Fig. 1: the clock network
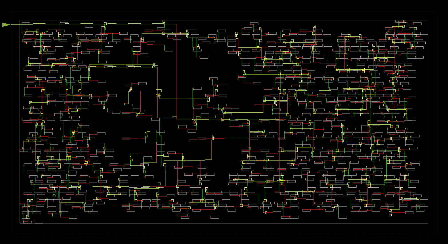
Fig. 2: signal metal coverage by tile
The die is cut into 24 by 13 equal tiles; dark blue is low, red is high, scaled to the fullest tile. Values are wire area over tile area, all layers added.
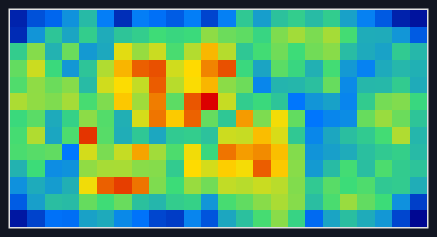
## src/rtl/cache_ctrl.sv

```systemverilog
`default_nettype none
// ============================================================================
// Module   : cache_ctrl (+ cache_ctrl_pkg)
// Desc     : L1 controller: tag match, LRU victim, MESI update, set write-back.
//            Macro CACHE_CTRL_STATS_EN adds saturating access counters.
// Revision : 1.0  initial release
// ============================================================================
package cache_ctrl_pkg;
  localparam int c_sets   = 16384;
  localparam int c_ways   = 8;
  localparam int c_set_w  = $clog2(c_sets);
  localparam int c_lru_w  = $clog2(c_ways);
  localparam int c_tag_w  = 12;
  localparam int c_ofs_w  = 6;
  localparam int c_data_w = 32;

  typedef struct packed {
    logic [c_tag_w-1:0] tag;
    logic [c_set_w-1:0] set_index;
    logic [c_ofs_w-1:0] offset;
  } address_t;

  typedef struct packed {
    logic [3:0] n;
    address_t   address;
  } command_t;

  typedef struct packed {
    logic [1:0]          mesi;
    logic [c_tag_w-1:0]  tag;
    logic [c_lru_w-1:0]  lru;
    logic [c_data_w-1:0] data;
  } cache_line_t;

  localparam logic [1:0] c_mesi_i = 2'd0;
  localparam logic [1:0] c_mesi_s = 2'd1;
  localparam logic [1:0] c_mesi_e = 2'd2;
  localparam logic [1:0] c_mesi_m = 2'd3;

  localparam logic [2:0] c_bus_none  = 3'd0;
  localparam logic [2:0] c_bus_read  = 3'd1;
  localparam logic [2:0] c_bus_write = 3'd2;
  localparam logic [2:0] c_bus_rwim  = 3'd3;
  localparam logic [2:0] c_bus_inval = 3'd4;

  localparam logic [1:0] c_rsp_nohit = 2'd0;
  localparam logic [1:0] c_rsp_hit   = 2'd1;
  localparam logic [1:0] c_rsp_hitm  = 2'd2;
endpackage

module cache_ctrl
  import cache_ctrl_pkg::*;
#(
  parameter int SETS = c_sets,
  parameter int WAYS = c_ways
) (
  input  logic                     clk,
  input  logic                     rst,
  input  logic                     cmd_valid,
  output logic                     cmd_ready,
  input  command_t                 cmd_in,
  input  logic [1:0]               snoop_in,
  output command_t                 store_cmd,
  input  cache_line_t [WAYS-1:0]   cache_rd,
  output cache_line_t [WAYS-1:0]   cache_wr,
  output logic [2:0]               bus_op,
  output logic [1:0]               snoop_rsp,
  output logic                     done,
  output logic                     hit
`ifdef CACHE_CTRL_STATS_EN
  ,
  output logic [31:0]              stat_reads,
  output logic [31:0]              stat_writes,
  output logic [31:0]              stat_hits,
  output logic [31:0]              stat_misses
`endif
);

  typedef cache_line_t [WAYS-1:0] set_t;

  localparam logic [1:0] c_st_idle   = 2'd0;
  localparam logic [1:0] c_st_lookup = 2'd1;
  localparam logic [1:0] c_st_update = 2'd2;
  localparam logic [1:0] c_st_write  = 2'd3;

  // The line struct is sized from the package, so the instance must agree with it.
  if (SETS != c_sets || WAYS != c_ways) begin : g_cfg_check
    $error("cache_ctrl: SETS/WAYS must match cache_ctrl_pkg");
  end

  logic [1:0]         r_state;
  command_t           r_cmd;
  set_t               r_set;
  set_t               r_wr_set;
  logic [2:0]         r_bus_op;
  logic [1:0]         r_snoop_rsp;
  logic               r_hit;

  logic               w_storage_op;
  logic               w_hit;
  logic [c_lru_w-1:0] w_hit_way;
  logic               w_have_inv;
  logic [c_lru_w-1:0] w_inv_way;
  logic [c_lru_w-1:0] w_lru_way;
  logic [c_lru_w-1:0] w_victim;
  logic               w_evict;
  logic               w_hit_rpt;
  logic [2:0]         w_bus_final;
  logic [1:0]         w_snoop;
  set_t               w_fill;
  set_t               w_mod;
  set_t               w_new_set;

  function automatic set_t f_touch(input set_t s, input logic [c_lru_w-1:0] t);
    set_t r;
    r = s;
    for (int w = 0; w < WAYS; w++) begin
      if (c_lru_w'(w) == t)
        r[w].lru = '0;
      else if (s[w].lru < s[t].lru)
        r[w].lru = s[w].lru + 1'b1;
    end
    return r;
  endfunction

  assign w_storage_op = r_cmd.n inside {4'd0, 4'd1, 4'd2, 4'd3, 4'd4, 4'd8, 4'd9};

  // Descending scans so the lowest matching index is the one kept.
  always_comb begin
    w_hit      = 1'b0;
    w_hit_way  = '0;
    w_have_inv = 1'b0;
    w_inv_way  = '0;
    w_lru_way  = '0;
    for (int w = WAYS - 1; w >= 0; w--) begin
      if (r_set[w].mesi != c_mesi_i && r_set[w].tag == r_cmd.address.tag) begin
        w_hit     = 1'b1;
        w_hit_way = c_lru_w'(w);
      end
      if (r_set[w].mesi == c_mesi_i) begin
        w_have_inv = 1'b1;
        w_inv_way  = c_lru_w'(w);
      end
      if (r_set[w].lru == c_lru_w'(WAYS - 1))
        w_lru_way = c_lru_w'(w);
    end
    w_victim = w_have_inv ? w_inv_way : w_lru_way;
  end

  always_comb begin
    w_fill = r_set;
    w_fill[w_victim].tag  = r_cmd.address.tag;
    w_fill[w_victim].mesi = (r_cmd.n == 4'd1) ? c_mesi_m :
                            (snoop_in != 2'd0) ? c_mesi_s : c_mesi_e;
    w_mod       = r_set;
    w_new_set   = r_set;
    w_bus_final = c_bus_none;
    w_snoop     = c_rsp_nohit;
    w_evict     = 1'b0;
    w_hit_rpt   = w_hit;
    case (r_cmd.n)
      4'd0, 4'd1, 4'd2: begin
        if (w_hit) begin
          if (r_cmd.n == 4'd1) begin
            if (r_set[w_hit_way].mesi == c_mesi_s)
              w_bus_final = c_bus_inval;
            w_mod[w_hit_way].mesi = c_mesi_m;
          end
          w_new_set = f_touch(w_mod, w_hit_way);
        end else begin
          w_evict     = (r_set[w_victim].mesi == c_mesi_m);
          w_bus_final = (r_cmd.n == 4'd1) ? c_bus_rwim : c_bus_read;
          w_new_set   = f_touch(w_fill, w_victim);
        end
      end
      4'd3: begin
        if (w_hit) begin
          if (r_set[w_hit_way].mesi == c_mesi_m) begin
            w_snoop     = c_rsp_hitm;
            w_bus_final = c_bus_write;
          end else begin
            w_snoop     = c_rsp_hit;
          end
          w_mod[w_hit_way].mesi = c_mesi_s;
          w_new_set = w_mod;
        end
      end
      4'd4: begin
      end
      4'd8, 4'd9: w_hit_rpt = 1'b0;
      default:    w_hit_rpt = 1'b0;
    endcase
  end

  always_ff @(posedge clk or posedge rst) begin
    if (rst) begin
      r_state     <= c_st_idle;
      r_cmd       <= '0;
      r_set       <= '0;
      r_wr_set    <= '0;
      r_bus_op    <= c_bus_none;
      r_snoop_rsp <= c_rsp_nohit;
      r_hit       <= 1'b0;
    end else begin
      case (r_state)
        c_st_idle: begin
          if (cmd_valid) begin
            r_cmd   <= cmd_in;
            r_state <= c_st_lookup;
          end
        end
        c_st_lookup: begin
          r_set   <= cache_rd;
          r_state <= c_st_update;
        end
        c_st_update: begin
          r_wr_set    <= w_new_set;
          r_bus_op    <= w_bus_final;
          r_snoop_rsp <= w_snoop;
          r_hit       <= w_hit_rpt;
          r_state     <= c_st_write;
        end
        default: r_state <= c_st_idle;
      endcase
    end
  end

  always_comb begin
    store_cmd   = '0;
    store_cmd.n = 4'hf;
    if (r_state != c_st_idle && w_storage_op)
      store_cmd = r_cmd;
  end

  assign cmd_ready = (r_state == c_st_idle);
  assign done      = (r_state == c_st_write);
  assign hit       = done & r_hit;
  assign snoop_rsp = done ? r_snoop_rsp : c_rsp_nohit;
  assign cache_wr  = done ? r_wr_set : '0;
  // Dirty-victim write-back goes out a cycle ahead of the fill request.
  assign bus_op    = (r_state == c_st_update && w_evict) ? c_bus_write :
                     done ? r_bus_op : c_bus_none;

`ifdef CACHE_CTRL_STATS_EN
  logic w_count;
  assign w_count = done && (r_cmd.n <= 4'd2);

  always_ff @(posedge clk or posedge rst) begin
    if (rst) begin
      stat_reads  <= '0;
      stat_writes <= '0;
      stat_hits   <= '0;
      stat_misses <= '0;
    end else if (w_count) begin
      if (r_cmd.n == 4'd1) begin
        if (stat_writes != '1) stat_writes <= stat_writes + 1'b1;
      end else begin
        if (stat_reads != '1) stat_reads <= stat_reads + 1'b1;
      end
      if (r_hit) begin
        if (stat_hits != '1) stat_hits <= stat_hits + 1'b1;
      end else begin
        if (stat_misses != '1) stat_misses <= stat_misses + 1'b1;
      end
    end
  end
`endif

endmodule
`default_nettype wire

```

## config.mk

```make
export PLATFORM = sky130hd
export DESIGN_NAME = cache_ctrl
export DESIGN_NICKNAME = d
export VERILOG_FILES = /design/src/rtl/cache_ctrl.sv
export SDC_FILE = /design/constraint.sdc
export NUM_CORES = 2
export LEC_CHECK = 0
export ABC_AREA = 1
export ABC_CLOCK_PERIOD_IN_PS = 37500
export CELL_PAD_IN_SITES_DETAIL_PLACEMENT = 0
export CELL_PAD_IN_SITES_GLOBAL_PLACEMENT = 1
export CORE_ASPECT_RATIO = 0.5
export CORE_MARGIN = 10
export CORE_UTILIZATION = 38
export CTS_BUF_LIST = sky130_fd_sc_hd__clkbuf_4
export DETAILED_ROUTE_END_ITERATION = 8
export PLACE_DENSITY_LB_ADDON = 0.1
export SYNTH_ARGS = -nofsm -noshare
export SYNTH_HDL_FRONTEND = slang
export SYNTH_SLANG_ARGS = --single-unit
export TNS_END_PERCENT = 30
```

## constraint.sdc

```tcl
create_clock -name clk -period 37.5 [get_ports clk]
set_input_delay 7.5 -clock clk [delete_from_list [all_inputs] [get_ports clk]]
set_output_delay 7.5 -clock clk [all_outputs]
set_load 0.02 [all_outputs]
```

==> notes.org <==
#+TITLE: Synthesis and PnR summary

** Yosys
- Synth Area in XOR/XNOR :: less than 1%
- In the synthesized netlist, the number of instances is 5424.
- Post-synth the commonest register cell is sky130_fd_sc_hd__dfrtp_1.
- Yosys stat cell total :: about 5400
- Yosys-reported design area after synthesis :: 0.0412 mm²
- After Yosys synthesis, and, or, nand and nor cells account for 21.4% of the synthesized area.
- Average size of a mapped cell :: 7.59 µm²
- The synthesis run identifies the leading combinational cell family as simple AND/OR/NAND/NOR gates.
- Area fraction of the dominant cell type after synthesis :: around 50%
- In this run, synthesis inferred 0 flip-flops with an integrated enable.
- Portion of netlist area occupied by mux cells :: 0.793%

** Floorplanning
- Total I/O pin count :: about 870
- Die X-Extent :: between 400 and 500 µm
- In this run the standard cell core region covers about 0.11 mm².

** Global route
- The initial antenna violation count came to 24.
- Global routing finished with a remaining overflow of 0.
- Global routing consumed, on the met2 layer, between 40% and 50% of the routing resources.
- Number of global-route vias before repair :: a little under 40000
- The global routing report lists met1 layer usage as roughly a third.

** Worst setup path
- For reference, the critical path cell chain is inv_4, nand2_1, nand2_1, nor4_2, nand2_2, nand2_2, nor2_1, nand2_1, buf_4, nor2_1, nand3_1, nand2_1, nor2_1, clkdlybuf4s50_1.
- Counting stages on the worst path, the most repeated cell is sky130_fd_sc_hd__nand2_1.
- Setup crit end kind :: primary output
- Data on the critical path arrives at its endpoint at around 5.3 ns.
- The critical path maximum fanout is 28.

** Placed design
- Number of buffer cells added on primary ports :: a little under 900
- Sum of net half-perimeters after detailed placement :: approximately 120 mm
- Routability Congestion :: between 0.9 and 1

** CTS
- Buffers inserted during post-CTS setup optimization :: 0
- Clock Tree Root :: sky130_fd_sc_hd__clkbuf_4
- Clock-pin slew on the worst setup and hold paths :: roughly 0.080 ns

** Pwr
- Switching Power :: about 2.2 mW
- Switching part of the total power :: a little under half
- Power consumption :: 4.70 mW

** Final layout
- Dominant logic cell types in the final layout :: sky130_fd_sc_hd__nand2_1, sky130_fd_sc_hd__inv_1, sky130_fd_sc_hd__clkdlybuf4s50_1, sky130_fd_sc_hd__dfrtp_1, sky130_fd_sc_hd__o21ai_0
- Dominant logic cell type in the layout :: sky130_fd_sc_hd__nand2_1
- Layout cell share with drive strength beyond 1 :: around 7.4%

** Detailed routing
- Total DRC errors in the routed layout :: 0
- The count of nets left with antenna violations once routing finished came out at 0.
- Average wire length per cell after detail routing :: approximately 21 µm
- The first detailed-routing pass took 6 iterations.

** Run
- Max-cap viol count :: 0
- Tally of OpenROAD warnings :: 62

** STA
- Final setup fails :: 0
- Count of pins over their slew limit :: 0
- The worst-case max-slew headroom was logged as between 20 and 25%.
- Dividing the final minimum period by the clock period gives 34.2%.

** Status
- Outcome :: complete, no violations
Notes on Fig. 1 above:
Num CTS Buffers: 198
clk pwr: 761 µW
final-layout clock buffer total: 279
source-to-sink clock delay at the later pin of the worst-skew pair: 1.11 ns
Max Clock Skew: 0.0494 ns

Notes on Fig. 2 above:
fullest tile: 0.44
densest ninth of the die: center
mean over tiles: 0.22
nearly empty tiles: 0.30%
tiles over half the peak: 47%

==> flip-flops by register name, summed over array words and instances, names as in the netlist <==
name / cells
r_set: 392
r_bus_op: 3
r_state: 2
r_wr_set: 392
r_cmd: 36
r_hit: 1
r_snoop_rsp: 2
==> stage by stage <==
step                      worst slack, ns  cell area, µm²
after global placement              25.57           50900
after detailed placement            25.52           50900
after floorplan                      6.74           41200
final                               24.66           53400
after CTS                           24.55           53400
after global routing                24.30           53400
==> per-layer routing <==
metal	part of all wire [%]	wire (µm)
met1	42	70000
met4	3.0	4940
met2	49	81100
met3	6.3	10400
met5	0.061	101
==> path summary, 6_finish.rpt <==
| path | end | slack, ns | startpoint | cells past startpoint |
|---|---|---|---|---|
| setup / recovery | bus_op[0] | 24.66 | r_cmd[24] | 14 |
| hold / removal | r_hit | 0.48 | r_hit | 2 |
| setup reg to reg | r_wr_set[342] | 32.07 | r_cmd[24] | 16 |
| hold reg to reg | r_hit | 0.48 | r_hit | 2 |
| max in group asynchronous | r_cmd[19] | 26.74 | rst | 6 |
| min in group asynchronous | r_set[154] | 6.87 | rst | 2 |
==> power groups by stage <==
| stage | combinational, mW | sequential [mW] | clock (mW) |
|---|---|---|---|
| after floorplan | 1.54 | 1.50 | 0 |
| after global placement | 2.31 | 1.60 | 0 |
| after detailed placement | 2.34 | 1.61 | 0 |
| after CTS | 2.35 | 1.59 | 0.788 |
| after global routing | 2.63 | 1.64 | 0.834 |
| final | 2.34 | 1.60 | 0.761 |
==> cell type report <==
type / count / area (µm²)
sequential: 828 / 20700
timing repair buffer: 920 / 9130
antenna: 17 / 42.5
clock buffer: 279 / 2090
inverter: 926 / 3510
fill: 10800 / 54100
clock inverter: 64 / 393
tap: 1435 / 1800
multi-input combinational: 3390 / 15800
Power and IR drop assume default switching activity.
